==> images/clocks.png <==
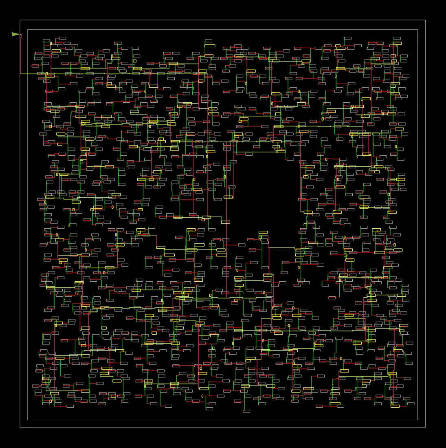
==> images/io_fan.png <==
Bar = 100 um.
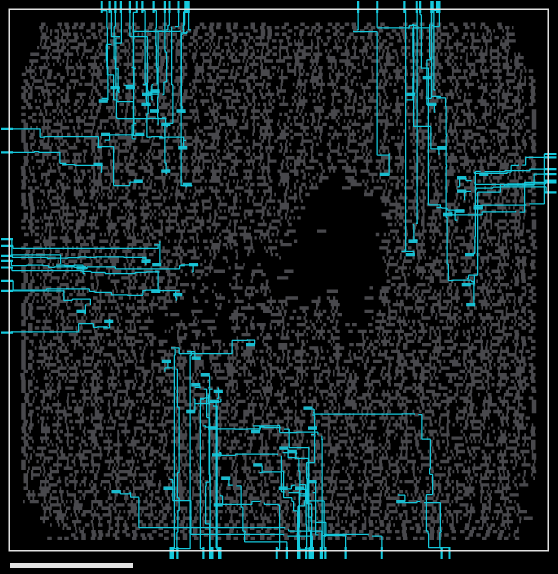
==> images/detail.png <==
Region (90, 310) to (130, 350) um. Cells in gray, sequential cells in the stronger gray; small squares are vias.
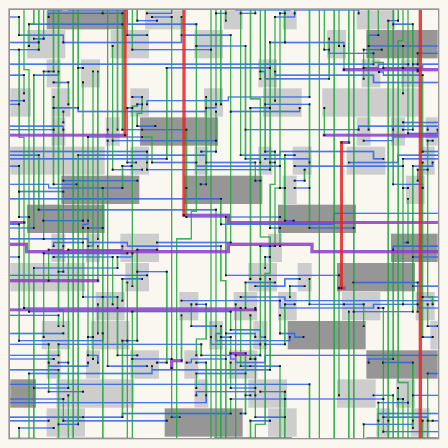
### config.mk
export PLATFORM = sky130hd
export DESIGN_NAME = conv1_ofm_writer
export DESIGN_NICKNAME = d
export VERILOG_FILES = /design/src/rtl/conv1_ofm_writer.sv
export SDC_FILE = /design/constraint.sdc
export NUM_CORES = 2
export LEC_CHECK = 0
export CAP_MARGIN = 20
export CELL_PAD_IN_SITES_DETAIL_PLACEMENT = 2
export CELL_PAD_IN_SITES_GLOBAL_PLACEMENT = 2
export CORE_AREA = 8 8 430 432
export CTS_CLUSTER_DIAMETER = 60
export DETAILED_ROUTE_END_ITERATION = 10
export DIE_AREA = 0 0 438 440
export PLACE_DENSITY_LB_ADDON = 0.1
export SETUP_SLACK_MARGIN = 0.15
export SLEW_MARGIN = 25
export SYNTH_ARGS = -nofsm -noshare
export SYNTH_HDL_FRONTEND = slang
export SYNTH_SLANG_ARGS = --single-unit
### constraint.sdc
create_clock -name clk -period 4.9 [get_ports clk]
set_input_delay 0.735 -clock clk [delete_from_list [all_inputs] [get_ports clk]]
set_output_delay 0.735 -clock clk [all_outputs]
set_load 0.02 [all_outputs]
### src/rtl/conv1_ofm_writer.sv
// conv1_ofm_writer: captures one conv1 pixel of DSP_NO channels and streams it to BANKS feature-map RAM ports.
module conv1_ofm_writer #(
  parameter int DSP_NO     = 64,
  parameter int BANKS      = 4,
  parameter int WOUT       = 128,
  parameter int SKIP_FIRST = 1
) (
  input  logic                    clk,
  input  logic                    rst,
  input  logic                    conv1_sample,
  input  logic [DSP_NO*16-1:0]    ofm,
  output logic [BANKS-1:0]        wr_en,
  output logic [17:0]             wr_addr,
  output logic [BANKS*16-1:0]     wr_data,
  output logic                    busy,
  output logic                    overrun,
  output logic                    ram_feedback
);
  localparam int LPB = DSP_NO / BANKS;
  localparam int PIX = WOUT * WOUT;
  typedef enum logic [1:0] {IDLE, WRITE, DONE} state_t;
  state_t                state_q, state_d;
  logic [13:0]           pixel_q, pixel_d;
  logic [3:0]            slot_q, slot_d;
  logic                  skip_q, skip_d;
  logic                  overrun_q, overrun_d;
  logic                  cap;
  logic [DSP_NO*16-1:0]  buf_q, buf_d;
  logic [BANKS-1:0]      wr_en_q, wr_en_d;
  logic [17:0]           wr_addr_q, wr_addr_d;
  logic [BANKS*16-1:0]   wr_data_q, wr_data_d;
  // Outputs are registered from next-state values so the first beat lands the cycle after capture.
  always_comb begin
    state_d   = state_q;
    pixel_d   = pixel_q;
    slot_d    = slot_q;
    skip_d    = skip_q;
    overrun_d = overrun_q;
    cap       = 1'b0;
    case (state_q)
      IDLE: if (conv1_sample) begin
        if (skip_q) skip_d = 1'b0;
        else begin
          cap     = 1'b1;
          slot_d  = '0;
          state_d = WRITE;
        end
      end
      WRITE: if (slot_q == 4'(LPB - 1)) begin
        pixel_d = pixel_q + 14'd1;
        slot_d  = '0;
        cap     = conv1_sample && (pixel_q != 14'(PIX - 1));
        state_d = (pixel_q == 14'(PIX - 1)) ? DONE : cap ? WRITE : IDLE;
      end else begin
        slot_d    = slot_q + 4'd1;
        overrun_d = overrun_q | conv1_sample;
      end
      default: ;
    endcase
    buf_d     = cap ? ofm : buf_q;
    wr_en_d   = (state_d == WRITE) ? '1 : '0;
    wr_addr_d = (state_d == WRITE) ? 18'(slot_d) * 18'(PIX) + 18'(pixel_d) : wr_addr_q;
    wr_data_d = wr_data_q;
    if (state_d == WRITE)
      for (int b = 0; b < BANKS; b++)
        wr_data_d[b*16 +: 16] = buf_d[(b*LPB + int'(slot_d))*16 +: 16];
  end
  always_ff @(posedge clk) begin
    if (rst) begin
      state_q   <= IDLE;
      pixel_q   <= '0;
      slot_q    <= '0;
      skip_q    <= 1'(SKIP_FIRST);
      overrun_q <= 1'b0;
      buf_q     <= '0;
      wr_en_q   <= '0;
      wr_addr_q <= '0;
      wr_data_q <= '0;
    end else begin
      state_q   <= state_d;
      pixel_q   <= pixel_d;
      slot_q    <= slot_d;
      skip_q    <= skip_d;
      overrun_q <= overrun_d;
      buf_q     <= buf_d;
      wr_en_q   <= wr_en_d;
      wr_addr_q <= wr_addr_d;
      wr_data_q <= wr_data_d;
    end
  end
  assign wr_en        = wr_en_q;
  assign wr_addr      = wr_addr_q;
  assign wr_data      = wr_data_q;
  assign busy         = (state_q == WRITE);
  assign overrun      = overrun_q;
  assign ram_feedback = (state_q == DONE);
endmodule
==> GITHUB_STEP_SUMMARY <==
### Metrics collected by this job

| Metric | Value |
|---|---|
| Final setup margin | 690 ps |
| Top power group | clock |
| Netlist area before placement | 51600 um^2 |
| Fraction of power consumed by the clock network | 0.448 |
| Logic family by area | AND-OR/OR-AND gates |
| Adder-cell area share of the yosys netlist | 0.000485 |
| Sw Pwr | approximately 0.0073 W |
| Top cells, area | dfxtp_1 44%, nand2_1 15%, a21oi_1 11%, mux2i_1 7.2%, a211oi_1 6.1% |
| Net count entering floorplan | 7795 |
| Largest fanout of any net on the critical path | 33 |
| Worst reg2reg startpoint | slot_q[0] |
| Cell Int Power | 0.0184 W |
| Dominant kind of cell by area | combinational gates |
| Via count of the routed design | 54492 |
| Logic depth of the worst register-to-register path | 9 |
| Fraction of cell area in non-clock buffers | 0.190 |
| Count of filler cells inserted in the layout | 20107 |
| Most numerous logic cell after layout | nand2_1 |
| Setup violations, final | 0 |
| Final Hold Viols | 0 |
| ANT nets after route | 0 |
| Compound-Gate Fraction of Synth Area | 0.221 |
| # diodes | 76 |
| Placed Cells incl. Taps | 9815 |
| Core Density at Floorplan | 0.291 |
| Share of cells above drive strength 1 | 0.0583 |
| Proportion of netlist area held by the largest area contributor | 0.438 |
| Peak supply drop | between 200 and 300 uV |
| Fraction of registers with async set or reset after synthesis | 0 |
| Cell taking the most area after synthesis | dfxtp_1 |
| Data arrival, critical path | 4840 ps |
| Die height | 440 um |
| Stage-log warning count | 52 |
| Startpoint kind of the worst setup timing path | flip-flop |
| Flop share of the area | 0.322 |
| Final critical delay including setup and external delays | 4210 ps |
| Number of antenna violations at the first check in global routing | 110 |
| Total sequential power | 0.00990 W |
| Primary FF master, synth | dfxtp_1 |
| Area enclosed by the die boundary | ~190000 um^2 |
| Flip-flops with a built-in enable | 0 |
| Max-cap violations | 0 |
| Reg-to-reg endpoint | wr_data[60] |
| Crit path max-delay cell type | o221ai_1 |
| WHS Endpoint | pixel_q[9] |
| Logic share of the area | 0.371 |
| Relative area change from synthesis to final layout | 36.1% |
| Die boundary width | 438 um |
| Setup Buffers After CTS | 0 |
| Setup repair after global routing missed its margin | no |
| Wirelength per Cell | 28.2 um |
| Estimated wirelength of the detail-placed design | about 210000 um |
| Overall power after layout | 0.0256 W |
| DR pass1 iterations | 5 |
| Combinational gate power | 0.00425 W |
| Number of well-tap cells placed | between 2000 and 2500 |
| Hold slack final | ~350 ps |
| Number of cell instances after yosys synthesis | 6766 |
| Hold_sp | rst |
| Via density | around 5.4 |
| Setup TNS | 0 ps |
| Kind of cell adding the most delay to the critical path | simple AND/OR/NAND/NOR gates |
| Core footprint | 178000 um^2 |
| CTS Hold Buffers Added | 0 |
| Most numerous logic cells after layout | 2095 x nand2_1, 1152 x a21oi_1, 1129 x dfxtp_1 |
| Num sequential | ~1100 |
| Via count of the first global-routing pass | 58010 |
| Synth warn | 0 |
| Number of synthesized register bits | approximately 1100 |
| Wire length after detailed routing | 287000 um |
| Fraction of power spent switching nets | 0.284 |
| Critical path required time | 5530 ps |
| Number of buffer and inverter stages on the critical path | 1 |
| Residual DRC | 0 |
| Weighted congestion reported at the end of routability-driven placement | 0.904 |
| Buffers from clock root to sink, at most | 3 |
| Final core utilization | 0.395 |
| Tally of non-filler cells in the final layout | about 10000 |
| Pre-CTS setup slack | ~410 ps |
| Xor-xnor portion of the synthesized cell area | 0.00221 |
| Largest net degree at the start of global routing | 185 |
| Cell chosen for the clock root | clkbuf_16 |
| Layout clock buffers | 224 |
| Final cell area excluding filler cells | 70200 um^2 |
| Worst Setup Path Type | flip-flop to flip-flop |
| Count of multi-input combinational gates | 5018 |
| ClkCell Share | 0.0727 |
| Comb gate area | 26100 um^2 |
| Number of clock buffers inserted by TritonCTS | around 150 |
| Final cycle utilization of the critical path | 0.859 |
| CTS tree | built |
| Critical path, cell by cell | ha_1 -> and3_1 -> or3_4 -> nand2_8 -> buf_4 -> nand2b_1 -> o21ai_0 -> o221ai_1 -> a21oi_1 |
| Sequential cell area fraction in the yosys report | 0.438 |
| Worst Tran Pin Value | 1050 ps |
| MUX share of area | 0.0718 |
| Max frequency | 238 MHz |
| Global-route wire length before repair | approximately 410000 um |
| Setup slack of the worst register-to-register path | about 690 ps |
| Number of instances resized during post-cts repair | 0 |
| Simple-Gate Fraction of Synth Area | 0.207 |
| Mean Syn Cell Area | 7.63 um^2 |
| Unique masters post-synth | about 50 |
| Kind of end point of the critical path | flip-flop |
| Seq pwr share | 0.386 |
| Clock-pin slew on the worst setup and hold paths | 60 ps |
| Depth of the CTS H-tree | 4 |
| CP max stage delay | 840 ps |
| Slew headroom | 0.300 |
| Cells on Worst Hold Path | 2 |
| Detailed Route Iter0 Violations | 3219 |
| Comb pwr share | 0.166 |
| Power attributed to the clock group | 0.0115 W |
| Number of ordinary and repair buffers in the finished layout | 1308 |
| Outcome | completed |
| Area figure in the yosys stat output | 51600 um^2 |
| Static Leak | roughly 24 nW |
| Count of pins over their slew limit | 0 |
| Tot GR Track Use | 0.281 |
| Count of standard-cell rows | 155 |
| Post-DP Area | 64900 um^2 |
| Overflow after GRT | 0 |
| Post-layout net count | between 8000 and 9000 |
| Power per standard cell area | 365 nW/um^2 |
| Leading post-synthesis cells by instance count | 2096 x nand2_1, 1153 x a21oi_1, 1129 x dfxtp_1 |
| Most numerous cell in the Yosys netlist | nand2_1 |
| Non-clock inverter total of the final layout | 6 |
| Cell count after synthesis | 6766 |
| Worst hold path class | input port to flip-flop |
| Storage cell area | 22600 um^2 |
About clocks.png:
count of clock tree sinks: 1129
setup skew after layout: 32.4 ps
clock latency on the worst-skew pair: 790 ps

About io_fan.png:
wr_data -> cyan  # direction output, end cells 64, buffers 64, wire 8610 um
number of primary I/O pins: 1116
number of buffers inserted by port buffering: 1115

About detail.png:
metal 3 -> purple
metal 4 -> red
metal 2 -> green
metal 1 -> blue
sequential cells in the window = 12
netlist names of flops here include = buf_q (10), wr_data (2)
most frequent = nand2_1 (19), a21oi_1 (17), dfxtp_1 (12)
cells with their middle in the window = 78

## worst max-delay path by stage
stage	startpoint	endpoint	slack (ps)	cells after the start
CTS	slot_q[0]	wr_data[60]	730	9
detailed placement	conv1_sample	wr_data[60]	410	9
global route	slot_q[0]	wr_data[60]	640	9
floorplan	conv1_sample	wr_data[63]	2380	9
finish	slot_q[0]	wr_data[60]	690	9
global placement	conv1_sample	wr_data[60]	510	9
## state kept, by name (all words and copies together), names as in the netlist
name     flops
pixel_q     14
wr_en        1
wr_data     64
state_q      2
wr_addr     18
skip_q       1
overrun      1
buf_q     1024
slot_q       4
## routing by layer
layer  track usage  part of all wire  vias up
li1              -                 -    25053
met5             0           0.00036        -
met4         0.164             0.058       14
met3        0.0491             0.044      518
met1         0.339              0.41    27491
met2         0.473              0.48     1416
Power and IR drop assume default switching activity.
